===== src/rtl/grid_sequencer_if.sv =====
// Host-side request/response bundle for grid_sequencer.
// The host drives the request and the ready; the sequencer drives busy and the result record.
interface grid_sequencer_if #(
    parameter int LFSR_WIDTH = 8,
    parameter int TRIES_W    = 3,
    parameter int CYC_W      = 24
);
    logic                  req;
    logic [LFSR_WIDTH-1:0] seed_in;
    logic                  busy;
    logic                  rsp_valid;
    logic                  rsp_ready;
    logic                  rsp_success;
    logic [TRIES_W-1:0]    rsp_tries;
    logic [LFSR_WIDTH-1:0] rsp_seed;
    logic [CYC_W-1:0]      rsp_cycles;

    modport master (
        output req, seed_in, rsp_ready,
        input  busy, rsp_valid, rsp_success, rsp_tries, rsp_seed, rsp_cycles
    );

    modport slave (
        input  req, seed_in, rsp_ready,
        output busy, rsp_valid, rsp_success, rsp_tries, rsp_seed, rsp_cycles
    );
endinterface


===== src/rtl/grid_sequencer.sv =====
// Run controller for one grid generator: resets, settles, starts and watches the grid,
// retrying with a derived seed until it succeeds or the attempt budget runs out.
module grid_sequencer #(
    parameter int LFSR_WIDTH     = 8,
    parameter int MAX_TRIES      = 4,
    parameter int SEED_STRIDE    = 1,
    parameter int RESET_HOLD     = 2,
    parameter int SETTLE_CYCLES  = 32,
    parameter int TIMEOUT_CYCLES = 65535,
    parameter int CYC_W          = 24
) (
    input  logic                  clock,
    input  logic                  reset,
    grid_sequencer_if.slave       host,
    output logic                  grid_reset,
    output logic                  grid_start,
    output logic [LFSR_WIDTH-1:0] grid_seed,
    input  logic                  grid_done,
    input  logic                  grid_success
);

    localparam int TRIES_W   = $clog2(MAX_TRIES + 1);
    localparam int PHASE_MAX = (RESET_HOLD > SETTLE_CYCLES) ? RESET_HOLD : SETTLE_CYCLES;
    localparam int PHASE_W   = $clog2(PHASE_MAX + 1);
    localparam int RUN_W     = $clog2(TIMEOUT_CYCLES + 1);

    localparam logic [PHASE_W-1:0]    HOLD_LAST   = PHASE_W'(RESET_HOLD - 1);
    localparam logic [PHASE_W-1:0]    SETTLE_LAST = PHASE_W'(SETTLE_CYCLES - 1);
    localparam logic [RUN_W-1:0]      RUN_LAST    = RUN_W'(TIMEOUT_CYCLES - 1);
    localparam logic [TRIES_W-1:0]    TRIES_LAST  = TRIES_W'(MAX_TRIES);
    localparam logic [LFSR_WIDTH-1:0] STRIDE      = LFSR_WIDTH'(SEED_STRIDE);
    localparam logic [CYC_W-1:0]      CYC_MAX     = '1;

    typedef enum logic [2:0] {
        IDLE,
        RST,
        SETTLE,
        START,
        RUN,
        RESPOND
    } state_t;

    state_t                state;
    logic [PHASE_W-1:0]    phase_cnt;
    logic [RUN_W-1:0]      run_cnt;
    logic [TRIES_W-1:0]    tries;
    logic [LFSR_WIDTH-1:0] seed;
    logic [CYC_W-1:0]      cyc_cnt;

    logic [CYC_W-1:0]      cyc_next;
    logic [LFSR_WIDTH-1:0] seed_first;
    logic [LFSR_WIDTH-1:0] seed_retry;
    logic                  run_end;
    logic                  attempt_ok;

    // The grid's LFSR locks up on an all-zero seed, so zero is always bumped to one.
    function automatic logic [LFSR_WIDTH-1:0] nonzero(input logic [LFSR_WIDTH-1:0] s);
        return (s == '0) ? LFSR_WIDTH'(1) : s;
    endfunction

    assign cyc_next   = (cyc_cnt == CYC_MAX) ? cyc_cnt : cyc_cnt + 1'b1;
    assign seed_first = nonzero(host.seed_in);
    assign seed_retry = nonzero(seed + STRIDE);
    assign run_end    = grid_done || (run_cnt == RUN_LAST);
    assign attempt_ok = grid_done && grid_success;

    always_ff @(posedge clock) begin
        if (!reset) begin
            state            <= IDLE;
            phase_cnt        <= '0;
            run_cnt          <= '0;
            tries            <= '0;
            seed             <= '0;
            cyc_cnt          <= '0;
            grid_reset       <= 1'b1;
            grid_start       <= 1'b0;
            grid_seed        <= '0;
            host.busy        <= 1'b0;
            host.rsp_valid   <= 1'b0;
            host.rsp_success <= 1'b0;
            host.rsp_tries   <= '0;
            host.rsp_seed    <= '0;
            host.rsp_cycles  <= '0;
        end else begin
            case (state)
                IDLE: begin
                    if (host.req) begin
                        seed       <= seed_first;
                        grid_seed  <= seed_first;
                        tries      <= TRIES_W'(1);
                        cyc_cnt    <= '0;
                        phase_cnt  <= '0;
                        grid_reset <= 1'b1;
                        host.busy  <= 1'b1;
                        state      <= RST;
                    end
                end

                RST: begin
                    cyc_cnt <= cyc_next;
                    if (phase_cnt == HOLD_LAST) begin
                        phase_cnt  <= '0;
                        grid_reset <= 1'b0;
                        state      <= SETTLE;
                    end else begin
                        phase_cnt <= phase_cnt + 1'b1;
                    end
                end

                SETTLE: begin
                    cyc_cnt <= cyc_next;
                    if (phase_cnt == SETTLE_LAST) begin
                        phase_cnt  <= '0;
                        grid_start <= 1'b1;
                        state      <= START;
                    end else begin
                        phase_cnt <= phase_cnt + 1'b1;
                    end
                end

                START: begin
                    cyc_cnt    <= cyc_next;
                    grid_start <= 1'b0;
                    run_cnt    <= '0;
                    state      <= RUN;
                end

                // A done on the timeout cycle wins, since attempt_ok is tested before retrying.
                RUN: begin
                    cyc_cnt <= cyc_next;
                    if (run_end) begin
                        if (attempt_ok || tries == TRIES_LAST) begin
                            host.rsp_valid   <= 1'b1;
                            host.rsp_success <= attempt_ok;
                            host.rsp_tries   <= tries;
                            host.rsp_seed    <= seed;
                            host.rsp_cycles  <= cyc_next;
                            state            <= RESPOND;
                        end else begin
                            seed       <= seed_retry;
                            grid_seed  <= seed_retry;
                            tries      <= tries + 1'b1;
                            phase_cnt  <= '0;
                            grid_reset <= 1'b1;
                            state      <= RST;
                        end
                    end else begin
                        run_cnt <= run_cnt + 1'b1;
                    end
                end

                RESPOND: begin
                    if (host.rsp_ready) begin
                        host.rsp_valid <= 1'b0;
                        host.busy      <= 1'b0;
                        grid_reset     <= 1'b1;
                        state          <= IDLE;
                    end
                end

                default: begin
                    state <= IDLE;
                end
            endcase
        end
    end

endmodule

===== src/flat_wrapper.sv =====
// flat-port wrapper written by rule: the top's interface ports become plain ports
module grid_sequencer_flat 
#(
    parameter int LFSR_WIDTH     = 8,
    parameter int MAX_TRIES      = 4,
    parameter int SEED_STRIDE    = 1,
    parameter int RESET_HOLD     = 2,
    parameter int SETTLE_CYCLES  = 32,
    parameter int TIMEOUT_CYCLES = 65535,
    parameter int CYC_W          = 24
)
  (clock, reset, grid_reset, grid_start, grid_seed, grid_done, grid_success, host_req, host_seed_in, host_rsp_ready, host_busy, host_rsp_valid, host_rsp_success, host_rsp_tries, host_rsp_seed, host_rsp_cycles);
  grid_sequencer_if #(.LFSR_WIDTH(LFSR_WIDTH), .CYC_W(CYC_W)) host_i ();
  input  logic clock;
  input  logic reset;
  output logic grid_reset;
  output logic grid_start;
  output logic [LFSR_WIDTH-1:0] grid_seed;
  input  logic grid_done;
  input  logic grid_success;
  input wire logic [$bits(host_i.req)-1:0] host_req;
  input wire logic [$bits(host_i.seed_in)-1:0] host_seed_in;
  input wire logic [$bits(host_i.rsp_ready)-1:0] host_rsp_ready;
  output wire logic [$bits(host_i.busy)-1:0] host_busy;
  output wire logic [$bits(host_i.rsp_valid)-1:0] host_rsp_valid;
  output wire logic [$bits(host_i.rsp_success)-1:0] host_rsp_success;
  output wire logic [$bits(host_i.rsp_tries)-1:0] host_rsp_tries;
  output wire logic [$bits(host_i.rsp_seed)-1:0] host_rsp_seed;
  output wire logic [$bits(host_i.rsp_cycles)-1:0] host_rsp_cycles;
  assign host_i.req = host_req;
  assign host_i.seed_in = host_seed_in;
  assign host_i.rsp_ready = host_rsp_ready;
  assign host_busy = host_i.busy;
  assign host_rsp_valid = host_i.rsp_valid;
  assign host_rsp_success = host_i.rsp_success;
  assign host_rsp_tries = host_i.rsp_tries;
  assign host_rsp_seed = host_i.rsp_seed;
  assign host_rsp_cycles = host_i.rsp_cycles;
  grid_sequencer #(.LFSR_WIDTH(LFSR_WIDTH), .MAX_TRIES(MAX_TRIES), .SEED_STRIDE(SEED_STRIDE), .RESET_HOLD(RESET_HOLD), .SETTLE_CYCLES(SETTLE_CYCLES), .TIMEOUT_CYCLES(TIMEOUT_CYCLES), .CYC_W(CYC_W)) u_core (.clock(clock), .reset(reset), .host(host_i), .grid_reset(grid_reset), .grid_start(grid_start), .grid_seed(grid_seed), .grid_done(grid_done), .grid_success(grid_success));
endmodule

===== config.mk =====
export PLATFORM = sky130hd
export DESIGN_NAME = grid_sequencer_flat
export DESIGN_NICKNAME = d
export VERILOG_FILES = /design/src/rtl/grid_sequencer_if.sv /design/src/rtl/grid_sequencer.sv /design/src/flat_wrapper.sv
export SDC_FILE = /design/constraint.sdc
export NUM_CORES = 1
export LEC_CHECK = 0
export CORE_MARGIN = 3
export CORE_UTILIZATION = 62
export CTS_BUF_LIST = sky130_fd_sc_hd__clkbuf_4
export DETAILED_ROUTE_END_ITERATION = 6
export PLACE_DENSITY = 0.91
export SLEW_MARGIN = 15
export SYNTH_ARGS = -nofsm -noshare
export SYNTH_HDL_FRONTEND = slang
export SYNTH_SLANG_ARGS = --single-unit

===== constraint.sdc =====
create_clock -name clock -period 3.6 [get_ports clock]
set_input_delay 0.36 -clock clock [delete_from_list [all_inputs] [get_ports clock]]
set_output_delay 0.36 -clock clock [all_outputs]
set_load 0.005 [all_outputs]

==> impl_metrics.py, run 1 <==
# Flow results
metrics = {
    "run_status": {
        "status": "completed",
    },
    "routing": {
        "routed_via_density": 6.51,
        "drt.antenna.violating_nets": 0,
        "detail_route.iter0.violations": 335,
        "drc": 0,
        "dr.pass1.iters": 5,
        "wl_per_cell_um": 16.9,
    },
    "logic_synthesis": {
        "synthCells": 641,
        "yosys-stat-area_um2": 5170,
        "floorplan.nets": 664,
        "yosysTopAreaCell": "dfxtp_1",
        "avgSynthCellArea_um2": 8.06,
        "ff_type": "dfxtp_1",
        "yosysSeqAreaShare": 0.388,
        "synthArstFlopShare": 0,
        "synth_top_area_share": 0.388,
        "synth_warnings": 0,
        "synth-edff-count": 0,
        "ys_ff": 100,
        "syn_area_um2": 5170,
        "ys_types": 66,
        "ys_cells": 641,
        "ys_top_cells_by_area": "dfxtp_1 39%, a21oi_1 7.8%, nand2_1 5.4%",
    },
    "final_layout": {
        "diodes": 0,
        "fin_cells": 786,
        "area.growth.synth_to_final_pct": 14.2,
        "fill_cells": 603,
        "nets": 702,
        "lay_top_count": "dfxtp_1",
        "final_cell_area_um2": 5900,
        "final_cell_mix": "100 x dfxtp_1, 80 x a21oi_1, 74 x nand2_1",
        "layout-drive-gt1-share": 0.0556,
    },
    "timing": {
        "fin_setup_tns_ns": 0,
        "slew_headroom": 0.323,
        "maxSlewViolCount": 0,
        "fin_crit_ns": 2.62,
        "finClkSkew_ns": 0.0245,
        "rsz0062_at_grt": "no",
        "finalHoldViolations": 0,
        "setup_violations": 0,
        "finalClockPeriodUsage": 0.728,
        "whs_ns": 0.471,
        "tightestPinTransition_ns": 1.01,
        "fmax_mhz": 382,
    },
    "worst_setup_path": {
        "critical-path-slowest-cell": "or3b_1",
        "critPathCaptureType": "flop",
        "r2r_cells": 5,
        "crit_path_max_incr_delay_ns": 0.62,
        "crit_fanout": 25,
        "path_cells": "buf_4, or3b_1, o31a_1, or4_1, a21oi_1",
        "worstPathRequired_ns": 4.00,
        "worstPathArrival_ns": 3.02,
        "critPathLaunchType": "flop",
        "path_class": "reg -> reg",
    },
    "floorplan": {
        "pin_count": 62,
        "core_util_floorplan": 0.655,
        "die_area_um2": 9460,
        "rows": 32,
        "core_area_um2": 7890,
        "die.size.y_um": 97.3,
        "die_width_um": 97.3,
    },
    "cts": {
        "cts_setup_buffers": 0,
        "ctsResizeCount": 0,
        "cts_made_buffers": 9,
        "hold_buffers": 0,
        "insertion_delay_ns": 0.46,
        "cts-root-buf": "clkbuf_4",
        "htree_levels": 3,
        "clockBufferDepth": 2,
        "cts_tree": "yes",
        "clk_pin_slew_ns": 0.17,
        "clock-sinks": 100,
    },
    "hold_path": {
        "hold_depth": 2,
        "hold_path_class": "reg -> reg",
    },
    "placement": {
        "gp_congestion": 0.906,
        "io_buffers": 61,
        "dp.cells": 770,
        "dp_hpwl_um": 9190,
        "dpl_cell_area_um2": 5780,
    },
    "pwr": {
        "p_per_area_nw_per_um2": 364,
        "irDropWorstVdd_v": 0.000236,
        "cellLeakagePower_nw": 1.98,
    },
    "global_routing": {
        "grt_max_degree": 53,
        "grt_pass1_wl_um": 22100,
        "grt_usage": 0.275,
        "grt_remaining_overflow": 0,
        "grt_pass1_vias": 4724,
        "antenna_found_initial": 0,
    },
    "flow_run": {
        "drv_cap": 0,
        "tool_warnings": 30,
    },
}
run 1: stage by stage:
stage / utilization / setup slack [ns] / power (W)
finish: 0.748 / 0.979 / 0.00215
CTS: 0.747 / 1.01 / 0.00215
floorplan: - / 1.70 / 0.00150
global route: 0.748 / 0.845 / 0.00225
detailed placement: 0.733 / 0.848 / 0.00162
global placement: 0.733 / 1.04 / 0.00160
run 1: report_power, final:
group,switching [W],internal [W]
Combinational,0.000240,0.000169
Sequential,0.0000613,0.00114
Clock,0.000392,0.000145
Total,0.000693,0.00145
run 1: cells by family after synthesis:
logic type | Yosys count | synth area share
mux | 6 | 0.0121
xor+xnor | 20 | 0.0339
buf+inv | 57 | 0.0453
simple gates | 223 | 0.225
flops | 100 | 0.388
fa+ha+maj | 9 | 0.0218
compound gates | 226 | 0.275
run 1: synthesized netlist by cell type (6+ instances only):
| master | instances |
|---|---|
| o21ai_0 | 31 |
| o21ai_1 | 29 |
| nor3_1 | 10 |
| xnor2_1 | 15 |
| or3_1 | 18 |
| clkbuf_1 | 25 |
| a31oi_1 | 15 |
| buf_2 | 13 |
| nor4_1 | 7 |
| inv_1 | 16 |
| nand2_1 | 74 |
| and2_1 | 8 |
| o22ai_1 | 6 |
| nand4_1 | 13 |
| and3_1 | 10 |
| a21oi_1 | 80 |
| ha_1 | 9 |
| dfxtp_1 | 100 |
| nand3_1 | 25 |
| and4_1 | 10 |
| nor2_1 | 26 |
run 1: registers in the layout, indices dropped and copies added, names as in the netlist, 6 cells and up:
register,cells
u_core.host.rsp_cycles,24
u_core.run_cnt,16
u_core.phase_cnt,6
u_core.grid_seed,8
u_core.host.rsp_seed,8
u_core.cyc_cnt,24
run 1: per-layer routing:
metal / share of wire / vias up / GRT usage / wire (um)
li1: - / 2455 / - / -
met1: 0.41 / 2396 / 0.339 / 5490
met2: 0.50 / 229 / 0.479 / 6580
met3: 0.069 / 39 / 0.0610 / 910
met4: 0.022 / 0 / 0.0820 / 296
met5: 0 / - / 0 / 0
run 1: worst paths after layout:
kind	start	end	slack, ns
worst min register to register	u_core.host.rsp_seed[7]$_SDFFE_PN0P_	u_core.host.rsp_seed[7]$_SDFFE_PN0P_	0.47
worst max-delay path	u_core.state[2]$_SDFFE_PN0P_	u_core.run_cnt[11]$_SDFFE_PN0P_	0.98
worst min-delay path	u_core.host.rsp_seed[7]$_SDFFE_PN0P_	u_core.host.rsp_seed[7]$_SDFFE_PN0P_	0.47
worst max register to register	u_core.state[2]$_SDFFE_PN0P_	u_core.run_cnt[11]$_SDFFE_PN0P_	0.98
run 1: worst max-delay path: cells and delay by family (launching register included):
kind,cells,cell delay [ns]
flip-flops,1,0.34
AND/OR/NAND/NOR,2,1.20
AND-OR/OR-AND,2,0.77
buffers and inverters,1,0.25
run 1: cell type report:
class / instances / area, um^2 / share of cell area
Clock buffer: 9 / 67.6 / 0.0115
Timing Repair Buffer: 67 / 656 / 0.111
Inverter: 17 / 63.8 / 0.0108
Clock inverter: 7 / 47.5 / 0.00806
Sequential cell: 100 / 2000 / 0.339
Tap cell: 102 / 128 / 0.0216
Multi-Input combinational cell: 484 / 2930 / 0.497
Fig. 1: run 1, signal wires on met1
The bar under the picture is 20 um long. Supply wires on this layer in grey.
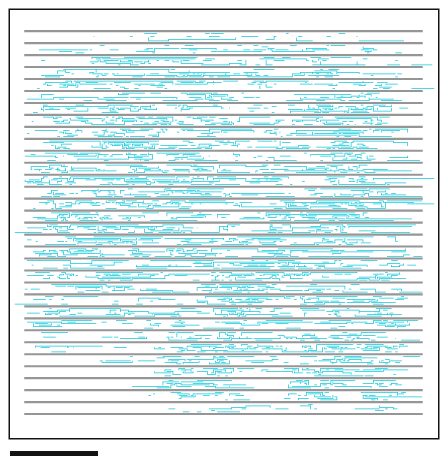
The wires run mostly horizontal. The longest straight run is 30.8 um. The layer holds 41% of the routed length. 649 nets have wire on it. The layer carries 5490 um of wire.
routed via count: 5119
Routed WL: 13300 um
met1 GRT Util: 0.339

Fig. 2: run 1, signal wires on met2
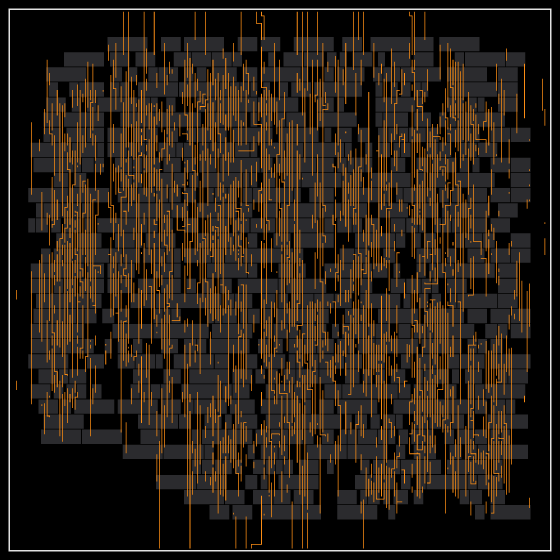
The longest straight run is 27.5 um. The layer holds 50% of the routed length.
met2 Usage GRT: 0.479

Fig. 3: run 1, the metal 3 layer
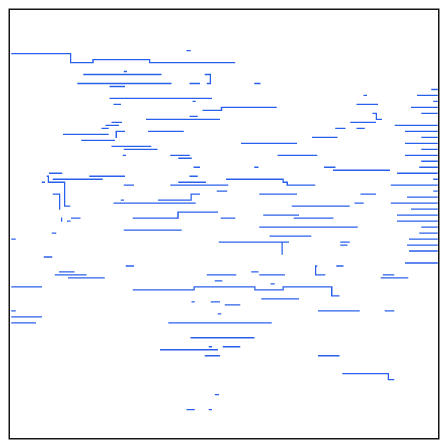
The wires run mostly horizontal. The layer holds 6.9% of the routed length. The longest straight run is 23.2 um. The layer carries 910 um of wire. 105 nets have wire on it.
GR Util met3: 0.0610

Fig. 4: run 1, M4 wires
Supply wires on this layer in grey.
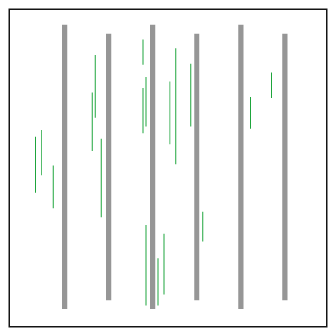
The layer carries 297 um of wire. 17 nets have wire on it. The longest straight run is 35.4 um. The wires run mostly vertical. The layer holds 2.2% of the routed length.

## Run 2: what changed since run 1
--- a/config.mk
+++ b/config.mk
@@ -6,10 +6,10 @@
 export NUM_CORES = 1
 export LEC_CHECK = 0
 export CORE_MARGIN = 3
-export CORE_UTILIZATION = 62
+export CORE_UTILIZATION = 58
 export CTS_BUF_LIST = sky130_fd_sc_hd__clkbuf_4
 export DETAILED_ROUTE_END_ITERATION = 6
-export PLACE_DENSITY = 0.91
+export PLACE_DENSITY = 0.86
 export SLEW_MARGIN = 15
 export SYNTH_ARGS = -nofsm -noshare
 export SYNTH_HDL_FRONTEND = slang
==> constraint.sdc (replaced) <==
create_clock -name clock -period 2.7 [get_ports clock]
set_input_delay 0.27 -clock clock [delete_from_list [all_inputs] [get_ports clock]]
set_output_delay 0.27 -clock clock [all_outputs]
set_load 0.005 [all_outputs]
==> run 2 against run 1 <==
Against the previous run: area after synthesis unchanged; count of clock-buffer cells in the layout did not move; sequential share of layout area down 0.71 points; clock power is 37% higher; power up 36%; critical path depth grew 1; final cell count rose by 2.4%; fmax grew 9.4%; wire length increased by 2.3%; setup slack lost 0.68 ns; clock skew is 0.016 ns lower; via count grew 0.39%; critical endpoint is now u_core.host.rsp_cycles[10]$_SDFFE_PN0P_.
==> impl_metrics.py, run 2 <==
# Flow results
metrics = {
    "run_status": {
        "status": "completed",
    },
    "worst_setup_path": {
        "worstPathArrival_ns": 2.78,
        "r2r_slack_ns": 0.30,
        "critPathCaptureType": "flop",
        "crit_fanout": 24,
        "crit_path_max_incr_delay_ns": 0.56,
        "worstPathRequired_ns": 3.09,
        "path_cells": "nand4_1, nor4_4, o21a_2, buf_4, o21ai_1, a21oi_1",
        "path_class": "reg -> reg",
        "timing.rr.start": "u_core.run_cnt[10]$_SDFFE_PN0P_",
        "rr_endpoint": "u_core.host.rsp_cycles[10]$_SDFFE_PN0P_",
        "critical-path-slowest-cell": "nor4_4",
    },
    "timing": {
        "slew_headroom": 0.555,
        "fmax_mhz": 417,
        "finClkSkew_ns": 0.00864,
        "tightestPinTransition_ns": 0.665,
        "fin_setup_tns_ns": 0,
        "maxSlewViolCount": 0,
        "rsz0062_at_grt": "no",
        "finalClockPeriodUsage": 0.888,
    },
    "routing": {
        "drt.antenna.violating_nets": 0,
        "routed_via_density": 6.38,
        "detail_route.iter0.violations": 264,
        "dr.pass1.iters": 5,
    },
    "floorplan": {
        "core_util_floorplan": 0.613,
        "die_area_um2": 10100,
        "die.size.y_um": 100,
        "die_width_um": 100,
        "core_area_um2": 8420,
        "rows": 33,
    },
    "final_layout": {
        "layout-drive-gt1-share": 0.0786,
        "lay_top_count": "dfxtp_1",
        "final_cell_mix": "100 x dfxtp_1, 80 x a21oi_1, 74 x nand2_1",
        "ff_latch_area_um2": 2000,
        "largestRegisters": "u_core.cyc_cnt: 24 flops, u_core.host.rsp_cycles: 24 flops, u_core.run_cnt: 16 flops",
        "area.growth.synth_to_final_pct": 16.6,
        "final_cell_area_um2": 6020,
        "logic_area_um2": 2930,
        "fin_cells": 805,
        "fill_cells": 684,
    },
    "pwr": {
        "power_w": 0.00293,
        "p_comb_frac": 0.211,
        "p_per_area_nw_per_um2": 486,
        "swShare": 0.330,
        "cellLeakagePower_nw": 2.04,
        "intPower_w": 0.00196,
        "power.switching_w": 0.000966,
        "seqPwrFrac": 0.539,
    },
    "logic_synthesis": {
        "floorplan.nets": 664,
        "yosysTopAreaCell": "dfxtp_1",
        "yosys-stat-area_um2": 5170,
        "most_common_cell": "dfxtp_1",
        "synth_warnings": 0,
        "ys_cells": 641,
        "top_cells_by_count": "100 x dfxtp_1, 80 x a21oi_1, 74 x nand2_1",
        "ys_top_cells_by_area": "dfxtp_1 39%, a21oi_1 7.8%, nand2_1 5.4%",
        "ys_ff": 100,
        "syn_area_um2": 5170,
        "synth_top_area_share": 0.388,
        "ff_type": "dfxtp_1",
        "synth-edff-count": 0,
        "ys_types": 66,
        "yosysSeqAreaShare": 0.388,
    },
    "cts": {
        "cts_made_buffers": 9,
        "clk_pin_slew_ns": 0.16,
        "cts-root-buf": "clkbuf_4",
        "hold_buffers": 0,
        "cts_tree": "yes",
        "ctsResizeCount": 0,
    },
    "placement": {
        "io_buffers": 61,
        "dp.cells": 789,
        "dp_hpwl_um": 9730,
        "gp_congestion": 0.900,
        "dpl_cell_area_um2": 5900,
    },
    "flow_run": {
        "tool_warnings": 30,
        "drv_cap": 0,
    },
    "hold_path": {
        "hold_depth": 2,
        "hold_path_class": "reg -> reg",
        "holdCritStartpoint": "u_core.host.rsp_seed[7]$_SDFFE_PN0P_",
    },
    "global_routing": {
        "grt_max_degree": 25,
        "grt_pass1_wl_um": 22200,
        "grt_usage": 0.268,
        "grt_remaining_overflow": 0,
        "antenna_found_initial": 0,
    },
}
==> run 2: final cells by class <==
cell class              instances  area share
clock inverters                 7     0.00852
well taps                     105      0.0218
repair buffers                 83       0.129
inverters                      17      0.0106
clock buffers                   9      0.0112
flip-flops and latches        100       0.332
multi-input cells             484       0.487
==> run 2: worst reg2reg max path, stage by stage (launching register included) <==
cell and delay, ns:
dfxtp_1 0.45, nand4_1 0.26, nor4_4 0.56, o21a_2 0.53
buf_4 0.31, o21ai_1 0.07, a21oi_1 0.15
==> run 2: worst max path at each step <==
stage,depth (start not counted),startpoint,slack (ns),end
floorplan,8,u_core.cyc_cnt[0]$_SDFFE_PN0P_,0.80,u_core.cyc_cnt[23]$_SDFFE_PN0P_
global placement,6,grid_done,0.44,u_core.run_cnt[3]$_SDFFE_PN0P_
detailed placement,6,grid_done,0.38,u_core.run_cnt[7]$_SDFFE_PN0P_
CTS,6,u_core.run_cnt[10]$_SDFFE_PN0P_,0.34,u_core.host.rsp_cycles[10]$_SDFFE_PN0P_
global route,6,u_core.run_cnt[4]$_SDFFE_PN0P_,0.10,u_core.host.rsp_cycles[5]$_SDFFE_PN0P_
finish,6,u_core.run_cnt[10]$_SDFFE_PN0P_,0.30,u_core.host.rsp_cycles[10]$_SDFFE_PN0P_
==> run 2: power by group through the flow <==
stage	registers [W]	logic [W]	clock network, W
6_report	0.00158	0.000617	0.000734
5_1_grt	0.00159	0.000674	0.000801
4_1_cts	0.00158	0.000602	0.000740
3_5_place_dp	0.00161	0.000598	0
3_3_place_gp	0.00160	0.000572	0
2_1_floorplan	0.00160	0.000405	0
==> run 2: logic make-up after synthesis <==
kind of cell | count (synthesis) | share of synthesized area
AOI/OAI and AO/OA | 226 | 0.275
and+or+nand+nor | 223 | 0.225
DFF | 100 | 0.388
adders and majority gates | 9 | 0.0218
muxes | 6 | 0.0121
buffers and inverters | 57 | 0.0453
xor gates and xnor gates | 20 | 0.0339
==> run 2: per-stage QoR <==
step,setup slack [ns],util
floorplan,0.798,-
global placement,0.438,0.701
detailed placement,0.375,0.701
CTS,0.340,0.715
global route,0.105,0.715
finish,0.303,0.715
==> run 2: metal layers <==
metal | GRT usage | share of wire | wire, um
met5 | 0 | 0 | 0
met4 | 0.102 | 0.021 | 279
met3 | 0.0320 | 0.059 | 794
met2 | 0.440 | 0.49 | 6640
met1 | 0.362 | 0.43 | 5850
Fig. 5: run 2, signal wires on met2
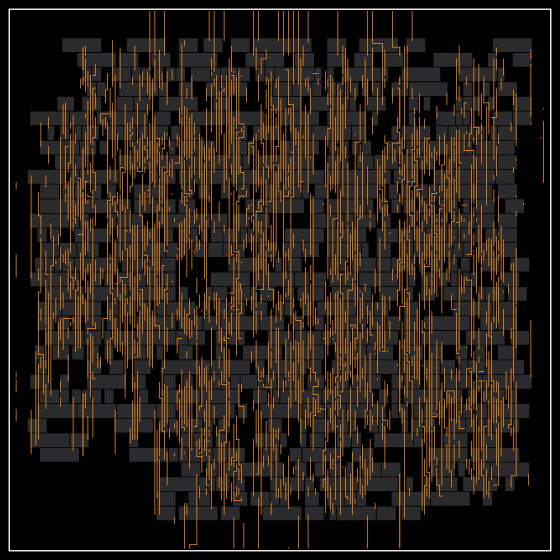
The longest straight run is 33.0 um. The layer holds 49% of the routed length. The wires run mostly vertical. 630 nets have wire on it.
Routed WL: 13600 um
routed via count: 5139
met2 Usage GRT: 0.440

Fig. 6: run 2, signal wires on met1
The bar under the picture is 20 um long. Supply wires on this layer in grey.
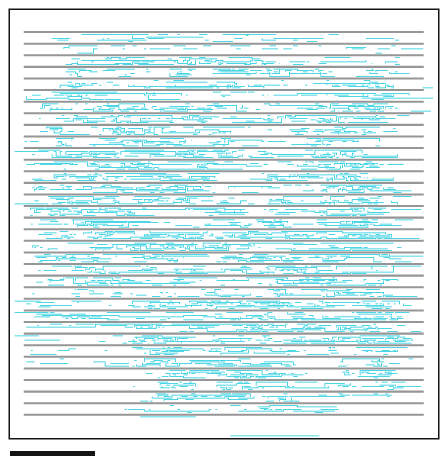
The layer holds 43% of the routed length. 658 nets have wire on it. The longest straight run is 22.5 um. The layer carries 5850 um of wire. The wires run mostly horizontal.
met1 GRT Util: 0.362

Fig. 7: run 2, M4 wires
Supply wires on this layer in grey.
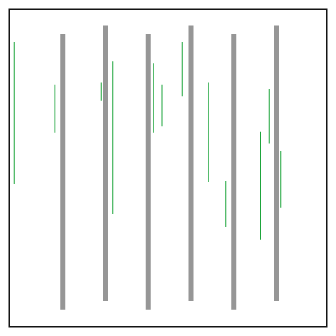
The wires run mostly vertical. The longest straight run is 48.3 um. The layer carries 280 um of wire.

Power is estimated from default activity; no workload was simulated.
